==> config.mk <==
export PLATFORM = sky130hd
export DESIGN_NAME = rx_deframer
export DESIGN_NICKNAME = d
export VERILOG_FILES = /design/src/rtl/rx_deframer_pkg.sv /design/src/rtl/rx_deframer_fifo.sv /design/src/rtl/rx_deframer.sv
export SDC_FILE = /design/constraint.sdc
export NUM_CORES = 1
export LEC_CHECK = 0
export CAP_MARGIN = 20
export CORE_AREA = 5 5 226 228
export DETAILED_ROUTE_END_ITERATION = 8
export DIE_AREA = 0 0 231 233
export PLACE_DENSITY = 0.57
export SYNTH_ARGS = -nofsm -noshare
export SYNTH_HDL_FRONTEND = slang
export SYNTH_HIERARCHICAL = 1
export SYNTH_SLANG_ARGS = --single-unit
==> constraint.sdc <==
create_clock -name clk -period 5.05 [get_ports clk]
set_clock_uncertainty 0.05 [all_clocks]
set_input_delay 0.7575 -clock clk [delete_from_list [all_inputs] [get_ports clk]]
set_output_delay 0.7575 -clock clk [all_outputs]
set_load 0.01 [all_outputs]
==> src/rtl/rx_deframer_pkg.sv <==
// rtl/rx_deframer_pkg.sv - shared types and constants for the receive deframer
// Contents: FSM state enum, default sync word, keystream slice bounds
// (the slice bounds are shared with the transmit encryptor).
package rx_deframer_pkg;

    typedef enum logic [2:0] {
        ST_HUNT,
        ST_HDR2,
        ST_SEED,
        ST_LEN,
        ST_PAY_HI,
        ST_PAY_LO,
        ST_CSUM
    } rx_state_t;

    localparam logic [15:0] SYNC_WORD_DEFAULT = 16'hCAFE;
    localparam int          KEY_SLICE_MSB     = 27;
    localparam int          KEY_SLICE_LSB     = 12;

endpackage

==> src/rtl/rx_deframer_fifo.sv <==
// rtl/rx_deframer_fifo.sv - sample_fifo: first-word fall-through sample FIFO
// Ports: clk, rst (sync, active-high), wr_en/wr_data (write side),
//        rd_en (pop, honoured only when not empty), rd_data (head word),
//        full, empty.
// A write while full is accepted only when a pop happens in the same cycle.
module sample_fifo #(
    parameter int WIDTH = 16,
    parameter int DEPTH = 16
) (
    input  logic             clk,
    input  logic             rst,
    input  logic             wr_en,
    input  logic [WIDTH-1:0] wr_data,
    input  logic             rd_en,
    output logic [WIDTH-1:0] rd_data,
    output logic             full,
    output logic             empty
);

    localparam int          AW      = $clog2(DEPTH);
    localparam logic [AW:0] PTR_ONE = 1;

    logic [WIDTH-1:0] mem [DEPTH];
    logic [AW:0]      wr_ptr;
    logic [AW:0]      rd_ptr;
    logic             do_rd;
    logic             do_wr;

    // Extra pointer MSB distinguishes full from empty when indices match.
    assign empty   = (wr_ptr == rd_ptr);
    assign full    = (wr_ptr[AW] != rd_ptr[AW]) && (wr_ptr[AW-1:0] == rd_ptr[AW-1:0]);
    assign do_rd   = rd_en && !empty;
    assign do_wr   = wr_en && (!full || do_rd);
    assign rd_data = mem[rd_ptr[AW-1:0]];

    always_ff @(posedge clk) begin
        if (do_wr) begin
            mem[wr_ptr[AW-1:0]] <= wr_data;
        end
    end

    always_ff @(posedge clk) begin
        if (rst) begin
            wr_ptr <= '0;
            rd_ptr <= '0;
        end else begin
            if (do_wr) begin
                wr_ptr <= wr_ptr + PTR_ONE;
            end
            if (do_rd) begin
                rd_ptr <= rd_ptr + PTR_ONE;
            end
        end
    end

endmodule

==> src/rtl/rx_deframer.sv <==
// rtl/rx_deframer.sv - packet deframer, keystream decryptor and sample queue
// Ports: clk, rst (sync, active-high), rx_enable, spi_rx_data/spi_rx_done
//        (byte input), key_in (keystream), sync_en/sync_state_out (seed load),
//        next_key_en (keystream advance), dac_data_out/dac_data_valid/dac_ready
//        (sample output), pkt_ok/pkt_err (packet status), overflow_cnt.
// Optional feature: RX_CHECKSUM_EN adds a trailing XOR checksum byte.
module rx_deframer
    import rx_deframer_pkg::*;
#(
    parameter int          FIFO_DEPTH     = 16,
    parameter int          TIMEOUT_CYCLES = 4096,
    parameter logic [15:0] SYNC_WORD      = SYNC_WORD_DEFAULT
) (
    input  logic        clk,
    input  logic        rst,
    input  logic        rx_enable,
    input  logic [7:0]  spi_rx_data,
    input  logic        spi_rx_done,
    input  logic [31:0] key_in,
    output logic        sync_en,
    output logic [31:0] sync_state_out,
    output logic        next_key_en,
    output logic [15:0] dac_data_out,
    output logic        dac_data_valid,
    input  logic        dac_ready,
    output logic        pkt_ok,
    output logic        pkt_err,
    output logic [15:0] overflow_cnt
);

    localparam int TW = $clog2(TIMEOUT_CYCLES) + 1;

    rx_state_t   state;
    rx_state_t   state_nxt;
    logic [7:0]  hi_byte;
    logic [7:0]  word_cnt;
    logic [1:0]  seed_cnt;
    logic [TW-1:0] idle_cnt;
    logic        timeout;
    logic        ok_c;
    logic        err_c;
    logic        key_adv;
    logic        seed_done;
    logic        fifo_wr;
    logic        fifo_full;
    logic        fifo_empty;
    logic        fifo_pop;
    logic [15:0] sample;
`ifdef RX_CHECKSUM_EN
    logic [7:0]  csum_acc;
`endif

    // The keystream slice is taken before next_key_en advances the generator.
    assign sample  = {hi_byte, spi_rx_data} ^ key_in[KEY_SLICE_MSB:KEY_SLICE_LSB];
    assign timeout = (state != ST_HUNT) && !spi_rx_done && (idle_cnt == TW'(TIMEOUT_CYCLES - 1));

    always_comb begin
        state_nxt = state;
        ok_c      = 1'b0;
        err_c     = 1'b0;
        key_adv   = 1'b0;
        seed_done = 1'b0;
        if (!rx_enable) begin
            state_nxt = ST_HUNT;
            err_c     = (state != ST_HUNT);
        end else if (spi_rx_done) begin
            case (state)
                ST_HUNT: begin
                    if (spi_rx_data == SYNC_WORD[15:8]) state_nxt = ST_HDR2;
                end
                ST_HDR2: begin
                    if (spi_rx_data == SYNC_WORD[7:0])       state_nxt = ST_SEED;
                    else if (spi_rx_data == SYNC_WORD[15:8]) state_nxt = ST_HDR2;
                    else                                     state_nxt = ST_HUNT;
                end
                ST_SEED: begin
                    if (seed_cnt == 2'd3) begin
                        seed_done = 1'b1;
                        state_nxt = ST_LEN;
                    end
                end
                ST_LEN: begin
                    if (spi_rx_data == 8'd0) begin
                        ok_c      = 1'b1;
                        state_nxt = ST_HUNT;
                    end else begin
                        state_nxt = ST_PAY_HI;
                    end
                end
                ST_PAY_HI: state_nxt = ST_PAY_LO;
                ST_PAY_LO: begin
                    key_adv = 1'b1;
                    if (word_cnt == 8'd1) begin
`ifdef RX_CHECKSUM_EN
                        state_nxt = ST_CSUM;
`else
                        ok_c      = 1'b1;
                        state_nxt = ST_HUNT;
`endif
                    end else begin
                        state_nxt = ST_PAY_HI;
                    end
                end
`ifdef RX_CHECKSUM_EN
                ST_CSUM: begin
                    ok_c      = (spi_rx_data == csum_acc);
                    err_c     = (spi_rx_data != csum_acc);
                    state_nxt = ST_HUNT;
                end
`endif
                default: state_nxt = ST_HUNT;
            endcase
        end else if (timeout) begin
            err_c     = 1'b1;
            state_nxt = ST_HUNT;
        end
    end

    // Mealy pulses are masked during reset so a mid-packet reset stays silent.
    assign pkt_ok      = ok_c && !rst;
    assign pkt_err     = err_c && !rst;
    assign next_key_en = key_adv && !rst;
    assign fifo_wr     = key_adv && !rst;
    assign fifo_pop    = dac_data_valid && dac_ready;
    assign dac_data_valid = !fifo_empty;

    always_ff @(posedge clk) begin
        if (rst) begin
            state          <= ST_HUNT;
            sync_en        <= 1'b0;
            sync_state_out <= '0;
            hi_byte        <= '0;
            word_cnt       <= '0;
            seed_cnt       <= '0;
            idle_cnt       <= '0;
            overflow_cnt   <= '0;
`ifdef RX_CHECKSUM_EN
            csum_acc       <= '0;
`endif
        end else begin
            state   <= state_nxt;
            sync_en <= seed_done;

            if (spi_rx_done || state == ST_HUNT) idle_cnt <= '0;
            else                                 idle_cnt <= idle_cnt + TW'(1);

            if (state != ST_SEED) seed_cnt <= '0;

            if (rx_enable && spi_rx_done) begin
                case (state)
                    ST_SEED: begin
                        sync_state_out <= {sync_state_out[23:0], spi_rx_data};
                        seed_cnt       <= seed_cnt + 2'd1;
                    end
                    ST_LEN: begin
                        word_cnt <= spi_rx_data;
`ifdef RX_CHECKSUM_EN
                        csum_acc <= '0;
`endif
                    end
                    ST_PAY_HI: begin
                        hi_byte <= spi_rx_data;
`ifdef RX_CHECKSUM_EN
                        csum_acc <= csum_acc ^ spi_rx_data;
`endif
                    end
                    ST_PAY_LO: begin
                        word_cnt <= word_cnt - 8'd1;
`ifdef RX_CHECKSUM_EN
                        csum_acc <= csum_acc ^ spi_rx_data;
`endif
                    end
                    default: ;
                endcase
            end

            if (fifo_wr && fifo_full && !fifo_pop && overflow_cnt != 16'hFFFF) begin
                overflow_cnt <= overflow_cnt + 16'd1;
            end
        end
    end

    sample_fifo #(
        .WIDTH (16),
        .DEPTH (FIFO_DEPTH)
    ) u_fifo (
        .clk     (clk),
        .rst     (rst),
        .wr_en   (fifo_wr),
        .wr_data (sample),
        .rd_en   (fifo_pop),
        .rd_data (dac_data_out),
        .full    (fifo_full),
        .empty   (fifo_empty)
    );

endmodule
Metal layers overlaid:
Two of the layers only.
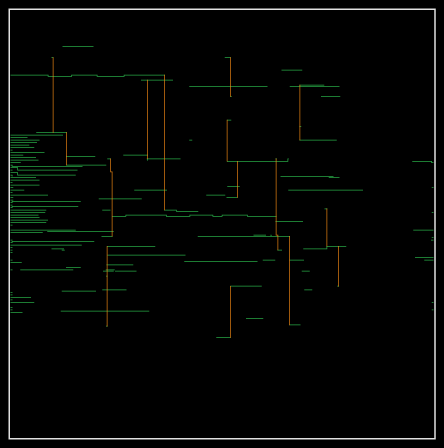
Key: orange = metal 4 [wire length 523 um]; green = metal 3 [wire length 1840 um]

Track usage over the die:
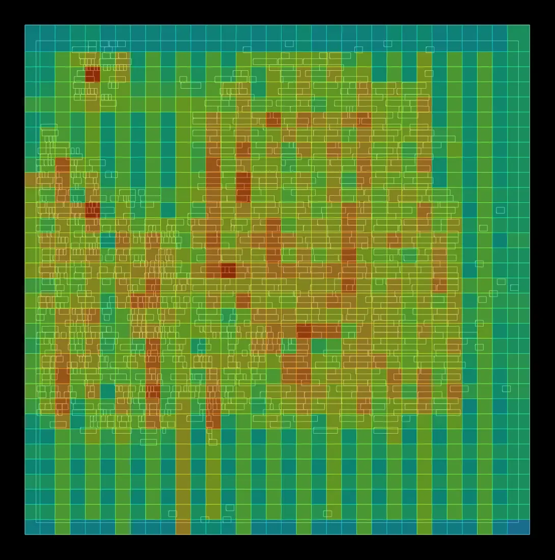
Util after Layout: 36.0%
GR Util met2: 20.9%

Placement by cell class:
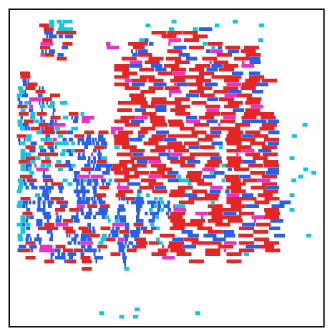
Key: red = sequential cells [cells 353]; blue = combinational and other logic [cells 516]; magenta = clock drivers and dummy loads [cells 68]; cyan = remaining buffers and delay cells [cells 135]

==> changes_impl.md <==
### Changed

* Status: finished, final reports clean
* H-tree levels at 2
* Clk slew on worst S/H paths at roughly 0.060 ns
* Synth Instances at 919
* GRT Overall Usage at 12.4%
* Post_cts resized at 0
* WHS at ~0.4 ns
* Synth top cells by count: edfxtp_1, dfxtp_1, nand2_1
* Final worst slack at 1.08 ns
* Slowest stage cell, crit path: dfxtp_4
* Total congestion overflow at 0
* Cell with the most instances after synthesis: edfxtp_1
* Critical path class: reg2out
* Pwr/cell area at 337 nW/um2
* Crit-path cells: buf_4, mux4_1, mux4_2, clkdlybuf4s50_1
* Synth-to-Final Area Change at 21.1%
* CTS tree: done
* Initial antenna violation count at 0
* Late-Pin Clk Latency at 0.54 ns
* DRC at 0
* First-pass GRT wire length at just over 50000 um
* Net count after synthesis at 974
* Yosys warns at 6
* Setup Buffers After CTS at 0
* Largest net degree at the start of global routing at a little under 90
* Critical path fanouts, max at 23
* Pleak at 5.58 nW
* Final WL at 33900 um
* Die height at 233 um
* Sum of negative setup slack at 0 ns
* Ant diodes at 0
* Slew @ Worst Pin at 1.03 ns
* Type of the worst min-delay path: reg2reg
* Min Tclk post-route at 3.97 ns
* Crit start category: flop
I/O pins on the die edge:
Pins as bars across the die edge, other pins in grey.
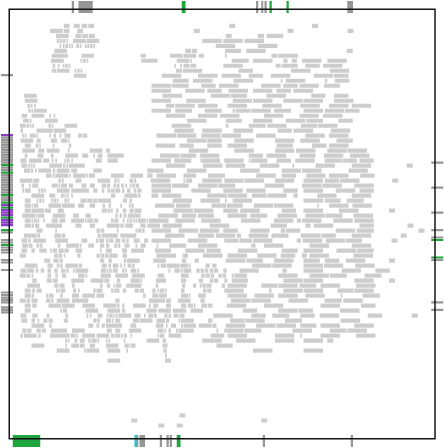
Key: purple = spi_rx_data [pins 8, direction input, edge west]; green = key_in [pins 32, direction input, edge 18 south, 8 west, 4 north, 2 east]; cyan = spi_rx_done [pins 1, direction input, edge south]

Clock network drawn from the DEF:
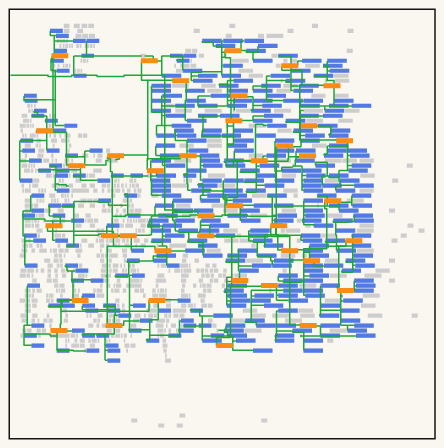
Key: blue = flip-flops [count 353]; green = clock wires [length 4300 um]; orange = clock drivers [count 39]
There are 40 routed clock nets.

## placed cells by master, fill, tap and decap left out, types with 32 or more instances in the layout
| cell type | n |
|---|---|
| buf_4 | 32 |
| edfxtp_1 | 256 |
| clkbuf_16 | 39 |
| nor2_1 | 47 |
| dfxtp_1 | 95 |
| a21oi_1 | 57 |
| xor2_1 | 32 |
| mux4_2 | 50 |
| clkdlybuf4s50_1 | 96 |
| nand2_1 | 83 |
## through the flow
step | cells | utilization [%] | instance area (um2) | power, mW
2_1_floorplan | 919 | - | 14500 | 3.23
3_3_place_gp | 1614 | 33.3 | 16200 | 3.29
3_5_place_dp | 1616 | 33.3 | 16200 | 3.29
4_1_cts | 1684 | 35.8 | 17400 | 5.99
5_1_grt | 1694 | 36.0 | 17500 | 6.13
6_report | 1694 | 36.0 | 17500 | 5.91
## report_power, final
group / internal, mW / total (mW) / switching [mW] / leakage [nW]
Sequential: 3.12 / 3.12 / 0.0000150 / 3.08
Clock: 1.56 / 2.67 / 1.11 / 0.583
Combinational: 0.0394 / 0.119 / 0.0798 / 1.91
## critical path: cells and delay by family (launching register included)
family | cells | cell delay [ns]
multiplexers | 2 | 1.08
buffers and inverters | 2 | 0.91
flip-flops | 1 | 0.64
## cell families after synthesis
group           Yosys count  synth area share, %
buf+inv                  60                 2.16
flops                   353                 66.5
simple gates            255                 9.30
mux                      99                 14.6
fa+ha+maj                10                0.865
xor+xnor                 41                 2.53
compound gates          101                 4.01
## layout make-up
cell class / instances / area (um2) / share of cell area [%]
sequential: 353 / 9630 / 55.0
multi-input combinational: 506 / 4560 / 26.0
timing repair buffer: 135 / 1310 / 7.47
clock buffer: 48 / 1030 / 5.88
tap: 622 / 778 / 4.44
clock inverter: 20 / 180 / 1.03
inverter: 10 / 37.5 / 0.214
## layer usage
layer,global-route usage (%),vias up,routed length (um)
met2,20.9,184,16500
li1,-,3839,-
met4,2.73,0,523
met5,0,-,0
met3,2.81,37,1840
met1,16.4,4224,15000
## sequential cells by signal, summed over array words and instances (netlist names), named ones only
| name | cells |
|---|---|
| u_fifo/rd_ptr | 5 |
| sync_en | 1 |
| sync_state_out | 32 |
| overflow_cnt | 16 |
| hi_byte | 8 |
| seed_cnt | 2 |
| u_fifo/wr_ptr | 5 |
| state | 3 |
| idle_cnt | 13 |
| u_fifo/mem | 256 |
| word_cnt | 8 |
## final timing paths
| check | start | end | slack [ns] | depth (start not counted) |
|---|---|---|---|---|
| setup / recovery | flop | dac_data_out[0] | 1.08 | 4 |
| hold / removal | sync_state_out[26]$_SDFFE_PP0P_ | sync_state_out[26]$_SDFFE_PP0P_ | 0.41 | 2 |
| setup reg to reg | u_fifo/wr_ptr[2]$_SDFFE_PP0P_ | u_fifo/mem[13][5]$_DFFE_PP_ | 1.38 | 8 |
| hold reg to reg | sync_state_out[26]$_SDFFE_PP0P_ | sync_state_out[26]$_SDFFE_PP0P_ | 0.41 | 2 |
Power and IR drop assume default switching activity.
